`src/rtl/srp_array_mem.sv`:
```
// srp_array_mem: multi-port on-chip array memory for synthesised kernels.
// After reset a hardware clear sequence writes INIT_VALUE to every word,
// then the memory serves N_PORTS independent read/write ports.
//
// Ports
//   clk          rising-edge clock
//   rst          synchronous active-high reset; restarts the clear sequence
//   wenable      per-port write enable, bit p = port p
//   addr         per-port address, port p at [p*ADDR_W +: ADDR_W]
//   wdata        per-port signed write data, port p at [p*DATA_W +: DATA_W]
//   rdata        per-port signed read data, READ_LAT cycles after the address
//   ready        high once the clear sequence has finished
//   err_oob      sticky: some port presented addr >= DEPTH while ready
//   err_collide  sticky: two or more ports wrote the same address in a cycle
//
// state   | meaning
// --------+-----------------------------------------------------------
// S_CLEAR | writing INIT_VALUE to mem[ptr]; ports ignored, rdata = 0
// S_READY | normal operation, one access per port per cycle
module srp_array_mem #(
    parameter int              DATA_W     = 64,
    parameter int              ADDR_W     = 1,
    parameter int              DEPTH      = 2,
    parameter int              N_PORTS    = 1,
    parameter int              READ_LAT   = 1,
    parameter logic [DATA_W-1:0] INIT_VALUE = '0
) (
    input  logic                        clk,
    input  logic                        rst,
    input  logic [N_PORTS-1:0]          wenable,
    input  logic [N_PORTS*ADDR_W-1:0]   addr,
    input  logic [N_PORTS*DATA_W-1:0]   wdata,
    output logic [N_PORTS*DATA_W-1:0]   rdata,
    output logic                        ready,
    output logic                        err_oob,
    output logic                        err_collide
);

    // Storage spans the full address space so every index is in bounds;
    // words at or above DEPTH are never written and their reads are masked.
    localparam int                MEM_WORDS = 1 << ADDR_W;
    localparam logic [ADDR_W-1:0] LAST_ADDR = ADDR_W'(DEPTH - 1);

    typedef enum logic {S_CLEAR, S_READY} state_t;

    state_t              state;
    logic [ADDR_W-1:0]   ptr;
    logic [DATA_W-1:0]   mem [MEM_WORDS];

    logic [ADDR_W-1:0]   a   [N_PORTS];
    logic [DATA_W-1:0]   wd  [N_PORTS];
    logic [DATA_W-1:0]   rd1 [N_PORTS];
    logic [N_PORTS-1:0]  in_rng;
    logic                any_oob;
    logic                any_collide;

    always_comb begin
        any_collide = 1'b0;
        for (int p = 0; p < N_PORTS; p++) begin
            a[p]      = addr[p*ADDR_W +: ADDR_W];
            wd[p]     = wdata[p*DATA_W +: DATA_W];
            in_rng[p] = (32'(a[p]) < DEPTH);
        end
        any_oob = ~&in_rng;
        for (int p = 0; p < N_PORTS; p++) begin
            for (int q = p + 1; q < N_PORTS; q++) begin
                if (wenable[p] && wenable[q] && in_rng[p] && in_rng[q] &&
                    (a[p] == a[q])) begin
                    any_collide = 1'b1;
                end
            end
        end
    end

    always_ff @(posedge clk) begin
        if (rst) begin
            state       <= S_CLEAR;
            ptr         <= '0;
            ready       <= 1'b0;
            err_oob     <= 1'b0;
            err_collide <= 1'b0;
        end else begin
            case (state)
                S_CLEAR: begin
                    ptr <= ptr + 1'b1;
                    if (ptr == LAST_ADDR) begin
                        state <= S_READY;
                        ready <= 1'b1;
                        ptr   <= '0;
                    end
                end
                S_READY: begin
                    if (any_oob)     err_oob     <= 1'b1;
                    if (any_collide) err_collide <= 1'b1;
                end
                default: state <= S_CLEAR;
            endcase
        end
    end

    // Ports are visited in ascending order, so on a collision the last
    // non-blocking write, from the highest-index port, takes effect.
    always_ff @(posedge clk) begin
        if (!rst) begin
            if (state == S_CLEAR) begin
                mem[ptr] <= INIT_VALUE;
            end else begin
                for (int p = 0; p < N_PORTS; p++) begin
                    if (wenable[p] && in_rng[p]) mem[a[p]] <= wd[p];
                end
            end
        end
    end

    // Reads sample mem before this edge's writes land: read-first.
    always_ff @(posedge clk) begin
        for (int p = 0; p < N_PORTS; p++) begin
            if (rst || state != S_READY || !in_rng[p]) rd1[p] <= '0;
            else                                       rd1[p] <= mem[a[p]];
        end
    end

    if (READ_LAT == 2) begin : g_lat2
        logic [DATA_W-1:0] rd2 [N_PORTS];

        always_ff @(posedge clk) begin
            for (int p = 0; p < N_PORTS; p++) begin
                if (rst) rd2[p] <= '0;
                else     rd2[p] <= rd1[p];
            end
        end

        always_comb begin
            rdata = '0;
            for (int p = 0; p < N_PORTS; p++) rdata[p*DATA_W +: DATA_W] = rd2[p];
        end
    end else begin : g_lat1
        always_comb begin
            rdata = '0;
            for (int p = 0; p < N_PORTS; p++) rdata[p*DATA_W +: DATA_W] = rd1[p];
        end
    end

endmodule

```
`config.mk`:
```
export PLATFORM = sky130hd
export DESIGN_NAME = srp_array_mem
export DESIGN_NICKNAME = d
export VERILOG_FILES = /design/src/rtl/srp_array_mem.sv
export SDC_FILE = /design/constraint.sdc
export NUM_CORES = 1
export LEC_CHECK = 0
export CORE_ASPECT_RATIO = 1.5
export CORE_MARGIN = 4
export CORE_UTILIZATION = 53
export CTS_BUF_LIST = sky130_fd_sc_hd__clkbuf_2 sky130_fd_sc_hd__clkbuf_4 sky130_fd_sc_hd__clkbuf_8
export CTS_CLUSTER_SIZE = 20
export DETAILED_ROUTE_END_ITERATION = 16
export GPL_ROUTABILITY_DRIVEN = 1
export PLACE_DENSITY_LB_ADDON = 0.15
export RECOVER_POWER = 100
export SETUP_SLACK_MARGIN = 0.15
export SYNTH_ARGS = -nofsm -noshare
export SYNTH_HDL_FRONTEND = slang
export SYNTH_SLANG_ARGS = --single-unit
export TNS_END_PERCENT = 20
```
`constraint.sdc`:
```
create_clock -name clk -period 7.82 [get_ports clk]
set_clock_uncertainty 0.1 [all_clocks]
set_input_delay 1.955 -clock clk [delete_from_list [all_inputs] [get_ports clk]]
set_output_delay 1.955 -clock clk [all_outputs]
set_load 0.01 [all_outputs]
```
==> images/layer_met1.png <==
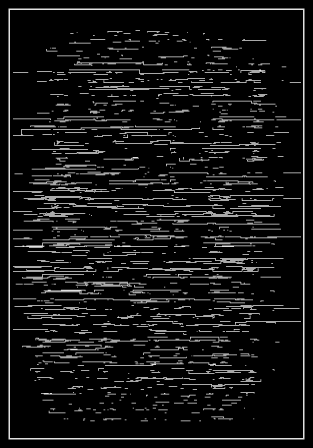
wire length on this layer: 4780 µm
share of all routed wire: 40%
main direction: horizontal
via count: 3570
met1 Usage GRT: 19.2%
WL final: 12.0 mm

==> images/layer_met2.png <==
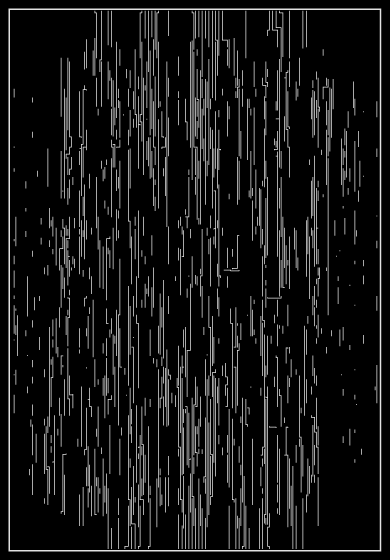
longest straight run: 45.2 µm
nets with wire on the layer: 538
met2 Track Usage GR: 29.9%

==> deck_impl_summary.md <==
Run Summary

Run status
  • Run status: complete, but fails checks
  • Failing checks: max-capacitance violations, max-slew violations

Job
  • Number of max-cap violations: 3

Setup path
  • Delay-heaviest family, CP: AND-OR/OR-AND gates
  • CP most frequent cell: buf_4
  • CP Buf/Inv Count: 2
  • Crit-path max FO: 66
  • R2R depth: 3
  • Critical Path Sink: mem[0][13]
  • Crit start category: input port
  • Crit-path slowest cell: a21oi_1
  • Worst r2r src: state
  • CP Data Required Time: 7810 ps
  • Crit-path cells: buf_4 > nand3b_1 > a21oi_1 > buf_4

Yosys
  • Cell with the most instances after synthesis: edfxtp_1
  • Yosys aoi share: 0.289%
  • Post-synth top area cell: edfxtp_1
  • Adder Area Share: 0%
  • Cell Type Count: 20
  • Dominant cells by area after synthesis: edfxtp_1, dfxtp_1, mux2i_1
  • Synth mux share: 9.25%
  • Ys cells: 425
  • Post-synth seq share: 74.9%
  • Comb area leader: simple AND/OR/NAND/NOR gates

GRT
  • Gr ovfl total: 0
  • Largest net degree at the start of global routing: 67
  • Antenna violations before repair: 0

Pwr
  • Combinational power share: 7.8%
  • Leak Pwr: 3.34 nW
  • Seq power: 1.18 mW
  • Worst vdd ir: 135 µV
  • Pwr/cell area: 235 mW/mm²
  • Net Switching: 0.426 mW
  • Sequential share of power: 58.9%
  • Tot Pwr: 2.00 mW
  • Top power group: sequential cells
  • Clk. pwr: 0.667 mW

Final timing
  • Setup TNS: 0 ps
  • RSZ-0062 raised after global routing: false
  • Slew headroom: -101%
  • WHS: 354 ps
  • Fmax: 0.175 GHz
  • Fin crit share: 73.1%
  • Slew Limit Fails: 132
  • Slew @ Worst Pin: 3010 ps
  • Final Hold Viols: 0

Floorplanning
  • Core area: 0.0126 mm²
  • Tap cell count: 156

Routing
  • Routed vias/inst: 4.92
  • Met3 WL: 600 µm
  • Routed len/inst: 16.5 µm
  • Metal-1 WL: 4.78 mm
  • Pre-antenna DRT Iters: 4
  • Residual DRC: 0

Layout
  • Fillers: 915
  • Reg area: 0.00518 mm²
  • Biggest register: mem
  • # diodes: 0
  • Final Net Count: 625
  • Largest register FFs: 128
  • Count of multi-input gates: 206
  • Final Core Density: 67.5%
  • FF+latch count: 195
  • Final Non-Filler Cells: 726
  • Clk tree area frac: 4.96%
  • Combinational share of cell area: 16.2%
  • Top Registers: mem (128), rd1 (64)
  • Proportion of cell area occupied by registers: 60.8%

Min path
  • Min-delay src: ready
  • Worst hold path type: reg -> reg
  • Hold Path Sink: ready

Clock network
  • CTS sink cnt: 195
  • Cell at the root of the clock tree: clkbuf_8
  • Post-CTS Hold Fix Bufs: 0

Place
  • Post-DP Area: 0.00828 mm²
  • # placed instances: 694
  • IO Port Bufs: 132
==> images/layer_met3.png <==
Bar = 20 µm.
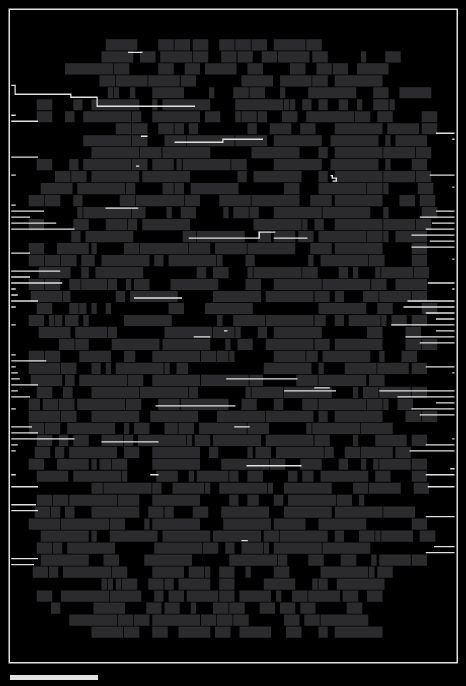
main direction: horizontal
longest straight run: 22.1 µm
nets with wire on the layer: 83
wire length on this layer: 600 µm
met3 Use GR: 4.20%

==> images/layer_met4.png <==
Bar = 20 µm.
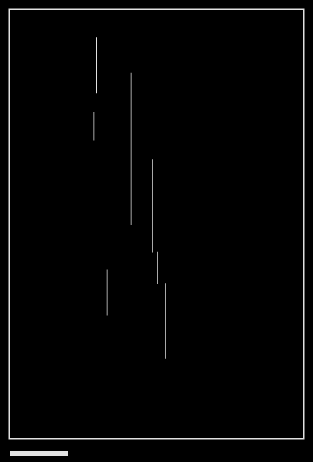
wire length on this layer: 165 µm
longest straight run: 52.4 µm
share of all routed wire: 1.4%
main direction: vertical

No activity file was given, so power comes from the tool's default toggle rates.
